==> run_1/pdn.png <==
Pins as bars on the die edge.
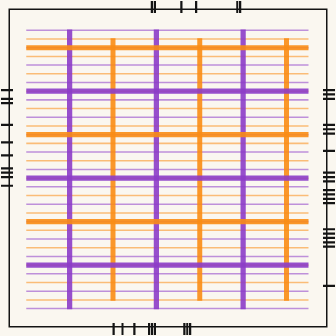
==> run_1/cell_classes.png <==
Scale bar: 20 microns.
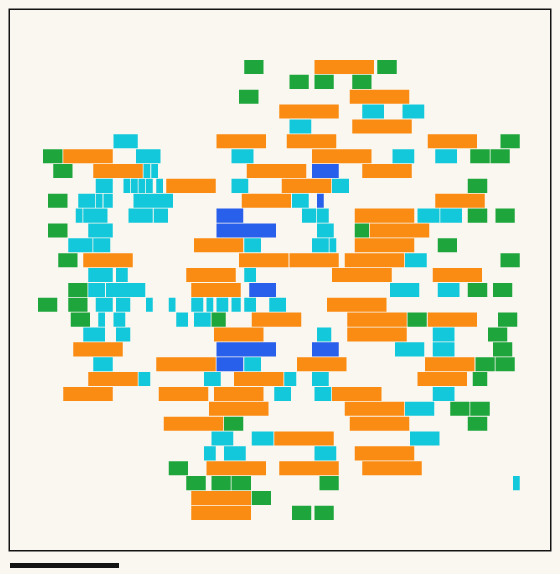
==> run_1/clock_map.png <==
Scale bar: 20 microns.
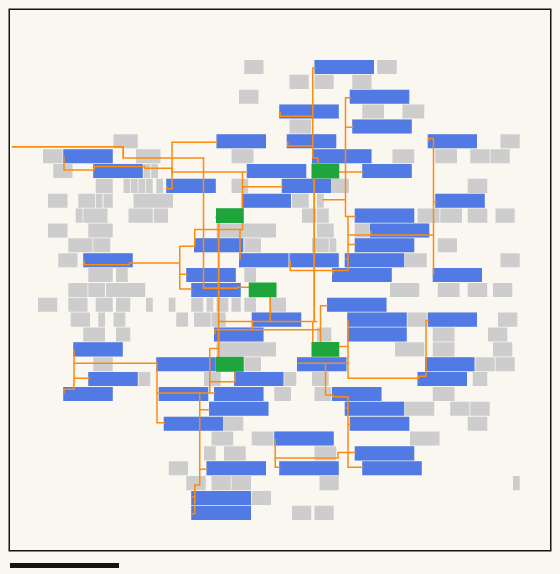
==> run_1/metal_stack.png <==
Two of the layers only.
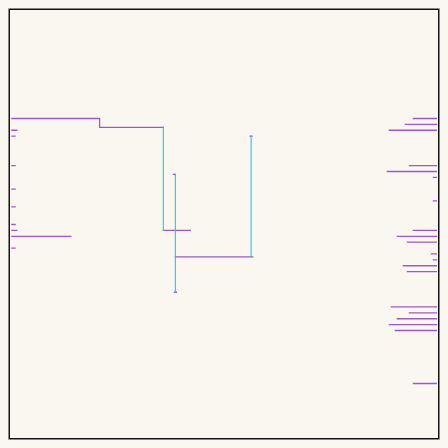
**src/rtl/alu_result_queue_if.sv**
```systemverilog
// Handshake bundle between the logic unit, the result queue and write-back.
// The producer side (in_*) and consumer side (out_*) are carried together so
// the queue has a single bus port. The queue uses the slave view; the
// surrounding logic uses the master view.
interface alu_result_queue_if #(
    parameter int WIDTH = 8
);
    logic             in_valid;
    logic             in_ready;
    logic [WIDTH-1:0] in_data;
    logic [2:0]       in_op;
    logic             out_valid;
    logic             out_ready;
    logic [WIDTH-1:0] out_data;
    logic [2:0]       out_op;
    logic [3:0]       out_flags;

    modport master (
        output in_valid, in_data, in_op, out_ready,
        input  in_ready, out_valid, out_data, out_op, out_flags
    );

    modport slave (
        input  in_valid, in_data, in_op, out_ready,
        output in_ready, out_valid, out_data, out_op, out_flags
    );
endinterface

```
**src/rtl/alu_result_queue.sv**
```systemverilog
// alu_result_queue: small FIFO between the logic unit and register-file
// write-back. Each entry holds the result, its op select and flags {P,C,S,Z}
// computed at capture. The last popped result is kept in acc_q, and a sticky
// proto_err flags a producer that withdraws or alters a stalled request.
// Optional build macro: PARITY_FLAG_EN (adds the even-parity flag P; P=0
// otherwise).
module alu_result_queue #(
    parameter int WIDTH = 8,
    parameter int DEPTH = 2
) (
    input  logic             clk,
    input  logic             rst_n,
    alu_result_queue_if.slave bus,
    output logic [WIDTH-1:0] acc_q,
    output logic [3:0]       count,
    output logic             proto_err
);

    localparam int         PTR_W   = (DEPTH > 1) ? $clog2(DEPTH) : 1;
    localparam logic [3:0] DEPTH_C = 4'(DEPTH);

    typedef enum logic [1:0] {
        EMPTY   = 2'd0,
        PARTIAL = 2'd1,
        FULL    = 2'd2
    } state_t;

    typedef struct packed {
        logic [WIDTH-1:0] data;
        logic [2:0]       op;
        logic [3:0]       flags;   // {P,C,S,Z}
    } entry_t;

    state_t           state_q, state_d;
    logic [3:0]       count_q, count_d;
    logic [PTR_W-1:0] wr_ptr_q, rd_ptr_q;
    logic             in_ready_q;
    logic             stall_q;
    logic [WIDTH-1:0] held_data_q;
    logic [2:0]       held_op_q;
    logic             proto_err_q;
    entry_t           mem_q [DEPTH];

    logic   push, pop;
    logic   parity;
    logic   violation;
    entry_t entry_in;
    entry_t head;

    assign push = bus.in_valid & in_ready_q;
    assign pop  = bus.out_valid & bus.out_ready;

`ifdef PARITY_FLAG_EN
    assign parity = ~^bus.in_data;
`else
    assign parity = 1'b0;
`endif

    assign entry_in.data  = bus.in_data;
    assign entry_in.op    = bus.in_op;
    assign entry_in.flags = {parity, (bus.in_op == 3'd7), bus.in_data[WIDTH-1],
                             (bus.in_data == '0)};

    assign head = mem_q[rd_ptr_q];

    assign bus.in_ready  = in_ready_q;
    assign bus.out_valid = (state_q != EMPTY);
    assign bus.out_data  = head.data;
    assign bus.out_op    = head.op;
    assign bus.out_flags = head.flags;
    assign count         = count_q;
    assign proto_err     = proto_err_q;

    // A stalled request must be held stable until it is accepted.
    assign violation = stall_q & (~bus.in_valid |
                       (((bus.in_data != held_data_q) | (bus.in_op != held_op_q)) & ~push));

    // Occupancy next state and count from this cycle's push/pop.
    always_comb begin
        // NOTE: defaults first so every path assigns state_d/count_d and no latch is inferred.
        state_d = state_q;
        count_d = count_q + {3'b000, push} - {3'b000, pop};
        case (state_q)
            EMPTY:   if (push) state_d = PARTIAL;
            PARTIAL: begin
                if (push && !pop && (count_q + 4'd1 == DEPTH_C)) state_d = FULL;
                else if (pop && !push && (count_q == 4'd1))      state_d = EMPTY;
            end
            FULL:    if (pop) state_d = PARTIAL;
            default: state_d = EMPTY;
        endcase
    end

    // Control state: occupancy, pointers, registered in_ready, accumulator, protocol monitor.
    always_ff @(posedge clk or negedge rst_n) begin
        if (!rst_n) begin
            state_q     <= EMPTY;
            count_q     <= 4'd0;
            wr_ptr_q    <= '0;
            rd_ptr_q    <= '0;
            in_ready_q  <= 1'b0;
            acc_q       <= '0;
            stall_q     <= 1'b0;
            held_data_q <= '0;
            held_op_q   <= 3'd0;
            proto_err_q <= 1'b0;
        end else begin
            // NOTE: non-blocking assignments so every register samples pre-edge values.
            state_q     <= state_d;
            count_q     <= count_d;
            in_ready_q  <= (state_d != FULL);
            if (push) wr_ptr_q <= wr_ptr_q + 1'b1;
            if (pop) begin
                rd_ptr_q <= rd_ptr_q + 1'b1;
                acc_q    <= head.data;
            end
            stall_q     <= bus.in_valid & ~in_ready_q;
            held_data_q <= bus.in_data;
            held_op_q   <= bus.in_op;
            if (violation) proto_err_q <= 1'b1;
        end
    end

    // Entry storage; written on push only.
    // NOTE: the array has no reset -- validity is tracked by count, so stale contents are never observed.
    always_ff @(posedge clk) begin
        if (push) mem_q[wr_ptr_q] <= entry_in;
    end

endmodule

```
**src/flat_wrapper.sv**
```systemverilog
// flat-port wrapper written by rule: the top's interface ports become plain ports
module alu_result_queue_flat 
#(
    parameter int WIDTH = 8,
    parameter int DEPTH = 2
)
  (clk, rst_n, acc_q, count, proto_err, bus_in_valid, bus_in_data, bus_in_op, bus_out_ready, bus_in_ready, bus_out_valid, bus_out_data, bus_out_op, bus_out_flags);
  alu_result_queue_if #(.WIDTH(WIDTH)) bus_i ();
  input  logic clk;
  input  logic rst_n;
  output logic [WIDTH-1:0] acc_q;
  output logic [3:0] count;
  output logic proto_err;
  input wire logic [$bits(bus_i.in_valid)-1:0] bus_in_valid;
  input wire logic [$bits(bus_i.in_data)-1:0] bus_in_data;
  input wire logic [$bits(bus_i.in_op)-1:0] bus_in_op;
  input wire logic [$bits(bus_i.out_ready)-1:0] bus_out_ready;
  output wire logic [$bits(bus_i.in_ready)-1:0] bus_in_ready;
  output wire logic [$bits(bus_i.out_valid)-1:0] bus_out_valid;
  output wire logic [$bits(bus_i.out_data)-1:0] bus_out_data;
  output wire logic [$bits(bus_i.out_op)-1:0] bus_out_op;
  output wire logic [$bits(bus_i.out_flags)-1:0] bus_out_flags;
  assign bus_i.in_valid = bus_in_valid;
  assign bus_i.in_data = bus_in_data;
  assign bus_i.in_op = bus_in_op;
  assign bus_i.out_ready = bus_out_ready;
  assign bus_in_ready = bus_i.in_ready;
  assign bus_out_valid = bus_i.out_valid;
  assign bus_out_data = bus_i.out_data;
  assign bus_out_op = bus_i.out_op;
  assign bus_out_flags = bus_i.out_flags;
  alu_result_queue #(.WIDTH(WIDTH), .DEPTH(DEPTH)) u_core (.clk(clk), .rst_n(rst_n), .bus(bus_i), .acc_q(acc_q), .count(count), .proto_err(proto_err));
endmodule
```
**config.mk**
```make
export PLATFORM = sky130hd
export DESIGN_NAME = alu_result_queue_flat
export DESIGN_NICKNAME = d
export VERILOG_FILES = /design/src/rtl/alu_result_queue_if.sv /design/src/rtl/alu_result_queue.sv /design/src/flat_wrapper.sv
export SDC_FILE = /design/constraint.sdc
export NUM_CORES = 1
export LEC_CHECK = 0
export CAP_MARGIN = 30
export CORE_MARGIN = 5
export CORE_UTILIZATION = 29
export DETAILED_ROUTE_END_ITERATION = 6
export PLACE_DENSITY = 0.47
export SYNTH_ARGS = -nofsm -noshare
export SYNTH_HDL_FRONTEND = slang
export SYNTH_SLANG_ARGS = --single-unit
```
**constraint.sdc**
```tcl
create_clock -name clk -period 2.9 [get_ports clk]
set_clock_uncertainty 0.2 [all_clocks]
set_input_delay 0.29 -clock clk [delete_from_list [all_inputs] [get_ports clk]]
set_output_delay 0.29 -clock clk [all_outputs]
set_load 0.03 [all_outputs]
```
==> impl_metrics.yaml, run 1 <==
# yosys + openroad results
sta:
  finalCritPeriodShare: 0.8647
  setup_viol: 0
  hold_viol_final: 0
  setup_slack_ns: 0.3924
  final.setup.tns_ns: 0
  max_freq_mhz: 398.8
  holdWs_ns: 0.1721
  rsz0062_at_grt: "false"
  tightest_slew_ns: 0.6752
  fin_crit_ns: 2.508
  slew_viol_final: 0
final_layout:
  seq_area_sq_mm: 0.001531
  area_growth_pct: 30.02
  fill_cells: 748
  utilization: 0.3870
  lay_top_count: "clkdlybuf4s50_1"
  fin_cells: 295
  diodes: 0
  comb_area_sq_um: 693.2
  nets: 214
  mostFrequentLayoutCells: "clkdlybuf4s50_1 (43), dfrtp_1 (30), edfxtp_1 (26)"
  design_area_sq_mm: 0.002975
  drive_gt1_frac: 0.1813
critical_path:
  slowest_stage: "clkdlybuf4s50_1"
  r2r_end: "u_core.count[2]"
  rrSetupSlack_ns: 0.52
  timing.critical_path.buf_inv: 2
  worstPathArrival_ns: 2.02
  endpoint: "bus_out_op[0]"
  worstSetupPathType: "flop to output port"
  cp_cell_sequence: "buf_4 > mux2_2 > clkdlybuf4s50_1"
  cpPeakStageDelay_ns: 0.60
  end_kind: "output port"
  startpoint_type: "flop"
  crit-reg2reg-launch: "u_core.state_q[1]"
  critical-path-top-delay-family: "buffers and inverters"
  crit_cells: 3
  crit_path_start: "u_core.rd_ptr_q"
place:
  place_area_sq_mm: 0.002843
  gp_congestion: 0.7062
  dp_hpwl_microns: 3077
  io_buffers: 43
routing:
  drt_iter0_markers: 39
  vias_per_cell: 4.275
  drcViolationCount: 0
  num_vias: 1261
  wl_per_cell_microns: 14.46
  finalWirelength_microns: 4265
logic_synthesis:
  largest_area_cell: "edfxtp_1"
  synthTopCellsByCount: "dfrtp_1 (30), edfxtp_1 (26), mux2_2 (18), xor2_1 (13), inv_1 (10)"
  postSynth.asyncResetShare: 0.5357
  ys_warn_count: 0
  synth_seq_share: 0.6692
  synthTopCellsByArea: "edfxtp_1 (34%), dfrtp_1 (33%), mux2_2 (8.9%), xor2_1 (5.0%), ha_1 (3.3%)"
  synth.distinct_cells: 28
  synthFlopType: "dfrtp_1"
  ys_chip_area_sq_mm: 0.002288
  syn_inst: 142
  top_cell: "dfrtp_1"
  syn_area_per_cell_sq_um: 16.12
floorplan:
  die_w_microns: 98.83
  rows: 32
  die_y_microns: 98.83
  core_area_sq_mm: 0.007687
global_routing:
  met1_usage: 0.1168
  grt_pass1_vias: 1324
  gr-total-overflow: 0
  use_met3: 0.02548
  grt_pass1_wl_microns: 6837
  grtUsageTotal: 0.09030
  busiest_layer: "met2"
clock_tree:
  htreeDepth: 2
  clock_latency_ns: 0.31
  clkTransAtPathRegs_ns: 0.10
  clockBufferDepth: 2
  cts_made_buffers: 5
  post_cts_buffers: 0
  clock_sinks: 56
  cts_tree: "done"
  hold_buffers: 0
  post_cts_resized: 0
  cts_root_buf: "clkbuf_8"
job:
  maxCapViolations: 0
status:
  status: "completed"
hold_path:
  hp-class: "input port to asynchronous set/reset pin"
Back to the opening pictures, pdn.png:
- VSS: purple
- VDD: orange
- met5 straps: 6
- signal pins: 45
- met1 rails: 33
- rows: 32

Back to the opening pictures, cell_classes.png:
- other buffers and delay cells: green (cells 46)
- clock drivers and dummy loads: blue (cells 8)
- all other logic: cyan (cells 83)
- flip-flops: orange (cells 56)

Back to the opening pictures, clock_map.png:
- clock wires: orange (length 641 microns)
- flip-flops: blue (count 56)
- cells driving clock nets: green (count 5)
- routed clock nets: 6

Back to the opening pictures, metal_stack.png:
- met3: purple (wire length 211 microns)
- met4: cyan (wire length 78.9 microns)

[run 1: registers in the layout, indices dropped and copies added, names as in the netlist]
register             cells
u_core.stall_q           1
u_core.mem_q            26
u_core.rd_ptr_q          1
u_core.acc_q             8
u_core.held_op_q         3
u_core.proto_err         1
u_core.held_data_q       8
u_core.state_q           2
u_core.count             4
u_core.wr_ptr_q          1
u_core.bus.in_ready      1
[run 1: per-layer routing]
| layer | part of all wire | wire length (microns) |
|---|---|---|
| met1 | 0.47 | 1986 |
| met2 | 0.47 | 1989 |
| met3 | 0.049 | 211 |
| met4 | 0.018 | 78 |
| met5 | 0 | 0 |
[run 1: worst reg2reg max path: cells and delay by family, from the launching register on]
kind | cells | cell delay (ns)
xor+xnor | 1 | 0.13
fa+ha+maj | 3 | 0.81
buf+inv | 3 | 0.18
flops | 1 | 0.44
simple gates | 2 | 0.52
[run 1: area by class of cell]
cell class / instances / share of cell area
clock inverter: 2 / 0.02019
clock buffer: 6 / 0.02439
tap: 102 / 0.04289
inverter: 10 / 0.01262
multi-input combinational: 73 / 0.2330
timing repair buffer: 46 / 0.1522
sequential: 56 / 0.5147
[run 1: cell families (layout without fill, tap and decap cells)]
group / after synthesis / count (layout) / share of synthesized area
AND-OR/OR-AND: 6 / 6 / 0.01695
multiplexers: 23 / 23 / 0.1192
adder cells (fa/ha/maj): 7 / 7 / 0.04155
buffers and inverters: 13 / 64 / 0.02788
flip-flops: 56 / 56 / 0.6692
other: 1 / 1 / 0.001639
AND/OR/NAND/NOR: 20 / 20 / 0.06233
XOR/XNOR: 16 / 16 / 0.06124
==> run_1/final_clocks.png <==
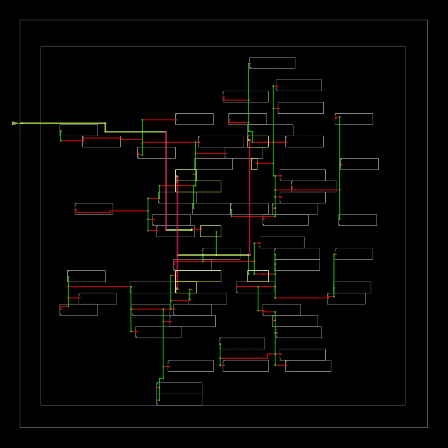

==> run 2: changes to the inputs <==
==> constraint.sdc (replaced) <==
create_clock -name clk -period 2.9 [get_ports clk]
set_clock_uncertainty 0.2 [all_clocks]
set_input_delay 0.29 -clock clk [delete_from_list [all_inputs] [get_ports clk]]
set_output_delay 0.29 -clock clk [all_outputs]
set_load 0.1 [all_outputs]
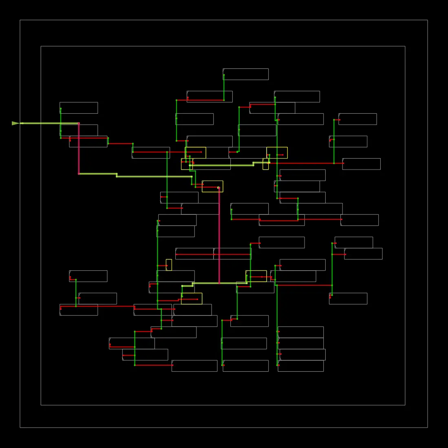
(run_2/final_clocks.png)
Num CTS Buffers: 5

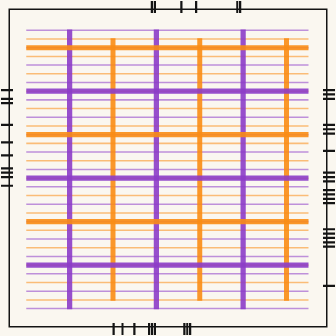
(run_2/pdn.png)
Pins as bars on the die edge.
- VSS: purple
- VDD: orange
- rows: 32
- signal pins: 45
- met5 straps: 6
- met1 rails: 33

==> impl_metrics.yaml, run 2 <==
# yosys + openroad results
routing:
  finalWirelength_microns: 4209
  vias_per_cell: 4.248
  drt_iter0_markers: 27
final_layout:
  utilization: 0.3703
  reg_top3: "u_core.mem_q x26, u_core.acc_q x8, u_core.held_data_q x8"
  design_area_sq_mm: 0.002846
  regMostFlops: "u_core.mem_q"
  mostFrequentLayoutCells: "buf_4 (31), dfrtp_1 (30), edfxtp_1 (26)"
  largest_register_ffs: 26
  fin_cells: 294
  drive_gt1_frac: 0.3229
  diodes: 0
floorplan:
  die_y_microns: 98.83
sta:
  hold_viol_final: 0
  final.setup.tns_ns: 0
  finalCritPeriodShare: 0.8191
  fin_crit_ns: 2.375
  slew_viol_final: 0
  max_freq_mhz: 421.0
  setup_viol: 0
  rsz0062_at_grt: "false"
global_routing:
  grt_pass1_vias: 1349
  grt_pass1_wl_microns: 7024
  grtUsageTotal: 0.09018
  gr-total-overflow: 0
clock_tree:
  post_cts_resized: 0
  clock_latency_ns: 0.30
  cts_root_buf: "clkbuf_8"
  clkTransAtPathRegs_ns: 0.09
  post_cts_buffers: 0
  cts_tree: "done"
  htreeDepth: 2
  clock_sinks: 56
  clockBufferDepth: 2
place:
  dp_hpwl_microns: 3052
  place_area_sq_mm: 0.002763
  io_buffers: 43
logic_synthesis:
  synthTopCellsByArea: "edfxtp_1 (34%), dfrtp_1 (33%), mux2_2 (8.9%), xor2_1 (5.0%), ha_1 (3.3%)"
  largest_area_cell: "edfxtp_1"
  syn_area_per_cell_sq_um: 16.12
  synthTopCellsByCount: "dfrtp_1 (30), edfxtp_1 (26), mux2_2 (18), xor2_1 (13), inv_1 (10)"
  ys_warn_count: 0
  ys_chip_area_sq_mm: 0.002288
  synthFlopType: "dfrtp_1"
  postSynth.asyncResetShare: 0.5357
critical_path:
  worstSetupPathType: "flop to flop"
  worstPathArrival_ns: 2.36
status:
  status: "completed"
job:
  maxCapViolations: 0
## run 2: cells by family after synthesis
kind of cell,synth area share
other,0.001639
AOI/OAI and AO/OA,0.01695
muxes,0.1192
adders and majority gates,0.04155
and+or+nand+nor,0.06233
DFF,0.6692
buffers and inverters,0.02788
xor gates and xnor gates,0.06124
## run 2: path summary, 6_finish.rpt
check / from / cells after the start / endpoint
max: u_core.state_q[1] / 9 / u_core.count[2]
min reg2reg: u_core.wr_ptr_q / 1 / u_core.wr_ptr_q
min: rst_n / 2 / u_core.acc_q[3]
max reg2reg: u_core.state_q[1] / 9 / u_core.count[2]
min in group clk: u_core.wr_ptr_q / 1 / u_core.wr_ptr_q
max in group asynchronous: rst_n / 2 / u_core.rd_ptr_q
## run 2: critical path, stage by stage (launching register included)
cell	delay [ns]
dfrtp_1	0.44
or2_2	0.38
nand2_8	0.14
inv_1	0.06
ha_1	0.26
inv_1	0.05
ha_1	0.16
inv_1	0.06
fa_1	0.38
xnor2_1	0.14
## run 2: layout make-up
type,instances,area [sq um]
sequential,56,1531
tap,102,127.6
inverter,10,37.54
clock buffer,6,72.57
multi-input combinational,73,693.2
fill,748,4841
clock inverter,2,11.26
timing repair buffer,45,372.9
## run 2: per-layer routing
layer | routed length [microns] | GRT usage | part of all wire | vias to the layer above
met5 | 0 | 0 | 0 | -
met4 | 35 | 0.02206 | 0.0083 | 0
met3 | 251 | 0.02972 | 0.060 | 4
met2 | 1944 | 0.1400 | 0.46 | 37
met1 | 1978 | 0.1223 | 0.47 | 616
li1 | - | - | - | 592
==> run_2/clock_map.png <==
Scale bar: 20 microns.
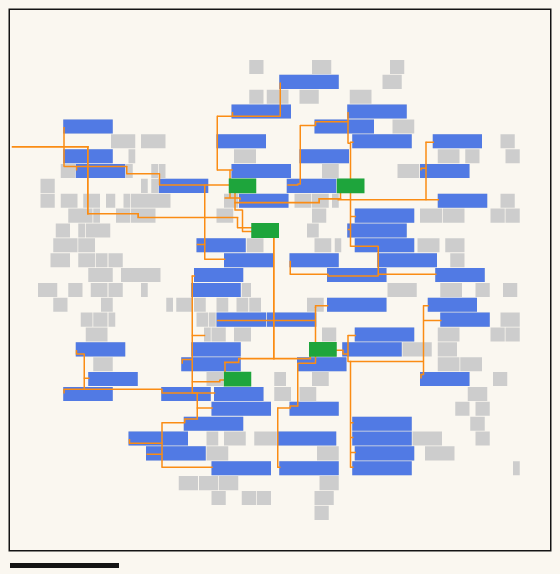

==> run 3: changes to the inputs <==
==> constraint.sdc (replaced) <==
create_clock -name clk -period 2.3 [get_ports clk]
set_clock_uncertainty 0.2 [all_clocks]
set_input_delay 0.23 -clock clk [delete_from_list [all_inputs] [get_ports clk]]
set_output_delay 0.23 -clock clk [all_outputs]
set_load 0.1 [all_outputs]
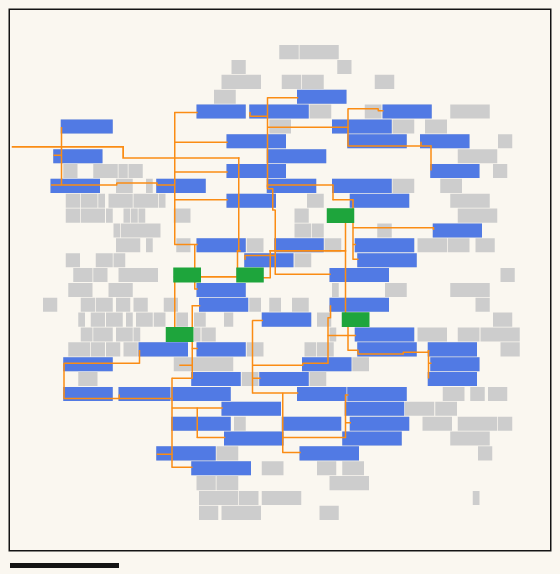
(run_3/clock_map.png)
Scale bar: 20 microns.
- cells driving clock nets: green (count 5)
- flip-flops: blue (count 56)
- clock wires: orange (length 622 microns)
- routed clock nets: 6

==> impl_metrics.yaml, run 3 <==
# yosys + openroad results
critical_path:
  critical-path-top-delay-family: "adder cells"
  r2r_cells: 9
  timing.critical_path.buf_inv: 3
  cpPeakStageDelay_ns: 0.44
  slowest_stage: "dfrtp_1"
  startpoint_type: "flop"
  cpMostUsedCell: "inv_1"
  worstSetupPathType: "flop to flop"
  end_kind: "flop"
  worstPathArrival_ns: 2.16
  rrSetupSlack_ns: 0.12
  crit_cells: 9
sta:
  setup_viol: 0
  rsz0062_at_grt: "false"
  hold_viol_final: 0
  max_freq_mhz: 458.4
  setup_slack_ns: 0.1185
  final.setup.tns_ns: 0
  slew_viol_final: 0
  fin_crit_ns: 2.182
  holdWs_ns: 0.1146
  finalCritPeriodShare: 0.9485
clock_tree:
  post_cts_resized: 0
  cts_made_buffers: 5
  htreeDepth: 2
  clock_sinks: 56
  clockBufferDepth: 2
  cts_root_buf: "clkbuf_8"
  clkTransAtPathRegs_ns: 0.10
  cts_tree: "done"
  clock_latency_ns: 0.30
logic_synthesis:
  synthTopLogicFamily: "multiplexers"
  synthFlopType: "dfrtp_1"
  ys_sh_xor: 0.06124
  postSynth.asyncResetShare: 0.5357
  top_cell: "dfrtp_1"
  synthTopCellsByArea: "edfxtp_1 (34%), dfrtp_1 (33%), mux2_2 (8.9%), xor2_1 (5.0%), ha_1 (3.3%)"
  ys_chip_area_sq_mm: 0.002288
  ys_sh_mux: 0.1192
  ys_warn_count: 0
  aoi_share: 0.01695
  syn_area_per_cell_sq_um: 16.12
  synth_seq_share: 0.6692
  synth-edff-count: 26
  adder_share: 0.04155
  synthTopCellsByCount: "dfrtp_1 (30), edfxtp_1 (26), mux2_2 (18), xor2_1 (13), inv_1 (10)"
global_routing:
  gr-total-overflow: 0
  grtUsageTotal: 0.09125
  antenna_found_initial: 0
  grt_pass1_vias: 1437
  grt_pass1_wl_microns: 7251
final_layout:
  drive_gt1_frac: 0.3618
  mostFrequentLayoutCells: "dfrtp_1 (28), edfxtp_1 (26), buf_4 (24)"
  fin_cells: 301
  largest_register_ffs: 26
  design_area_sq_mm: 0.003107
  lay_top_count: "dfrtp_1"
  area_growth_pct: 35.76
  utilization: 0.4041
  regMostFlops: "u_core.mem_q"
  reg_top3: "u_core.mem_q x26, u_core.acc_q x8, u_core.held_data_q x8"
  nets: 220
place:
  place_area_sq_mm: 0.002980
  gp_congestion: 0.7791
  dp_hpwl_microns: 3098
  io_buffers: 43
  placed_cells: 291
hold_path:
  hp-class: "input port to asynchronous set/reset pin"
routing:
  num_vias: 1261
  finalWirelength_microns: 4223
  wl_per_cell_microns: 14.03
  vias_per_cell: 4.189
floorplan:
  rows: 32
  dieArea_sq_mm: 0.009767
job:
  maxCapViolations: 0
status:
  status: "completed"
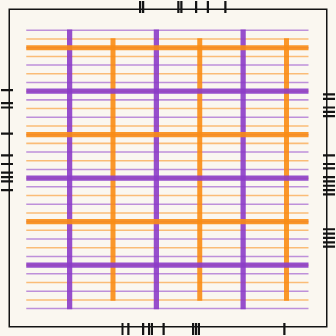
(run_3/pdn.png)
Pins as bars on the die edge.
Die Y: 98.83 microns
core area: 0.007687 sq mm
Die W: 98.83 microns

-- run 3: cell counts after synthesis --
Identical to the previous run, type by type.
-- run 3: what timing repair did --
action                     in CTS  in global routing
hold buffers                    0                  0
buffers inserted                0                  2
setup endpoints to repair       0                  2
-- run 3: kinds of logic after synthesis --
group | Yosys count
compound gates | 6
flops | 56
buf+inv | 13
mux | 23
fa+ha+maj | 7
xor+xnor | 16
simple gates | 20
other cells | 1
-- run 3: worst paths after layout --
check / startpoint / end
max in group asynchronous: rst_n / u_core.count[0]
max reg2reg: u_core.state_q[1] / u_core.count[2]
min reg2reg: u_core.wr_ptr_q / u_core.wr_ptr_q
min in group clk: bus_in_data[3] / u_core.held_data_q[3]
max: u_core.state_q[1] / u_core.count[2]
min: rst_n / u_core.acc_q[7]
-- run 3: per-layer routing --
| layer | track usage | part of all wire | vias up |
|---|---|---|---|
| met1 | 0.1202 | 0.46 | 621 |
| met3 | 0.02760 | 0.050 | 2 |
| li1 | - | - | 606 |
| met2 | 0.1477 | 0.48 | 32 |
| met5 | 0 | 0 | - |
| met4 | 0.02206 | 0.0040 | 0 |
-- run 3: layout make-up --
| type | instances | area, sq um |
|---|---|---|
| Fill cell | 721 | 4581 |
| Sequential cell | 56 | 1534 |
| Multi-Input combinational cell | 73 | 695.7 |
| Timing Repair Buffer | 52 | 600.6 |
| Tap cell | 102 | 127.6 |
| Clock buffer | 6 | 72.57 |
| Clock inverter | 2 | 38.79 |
| Inverter | 10 | 37.54 |
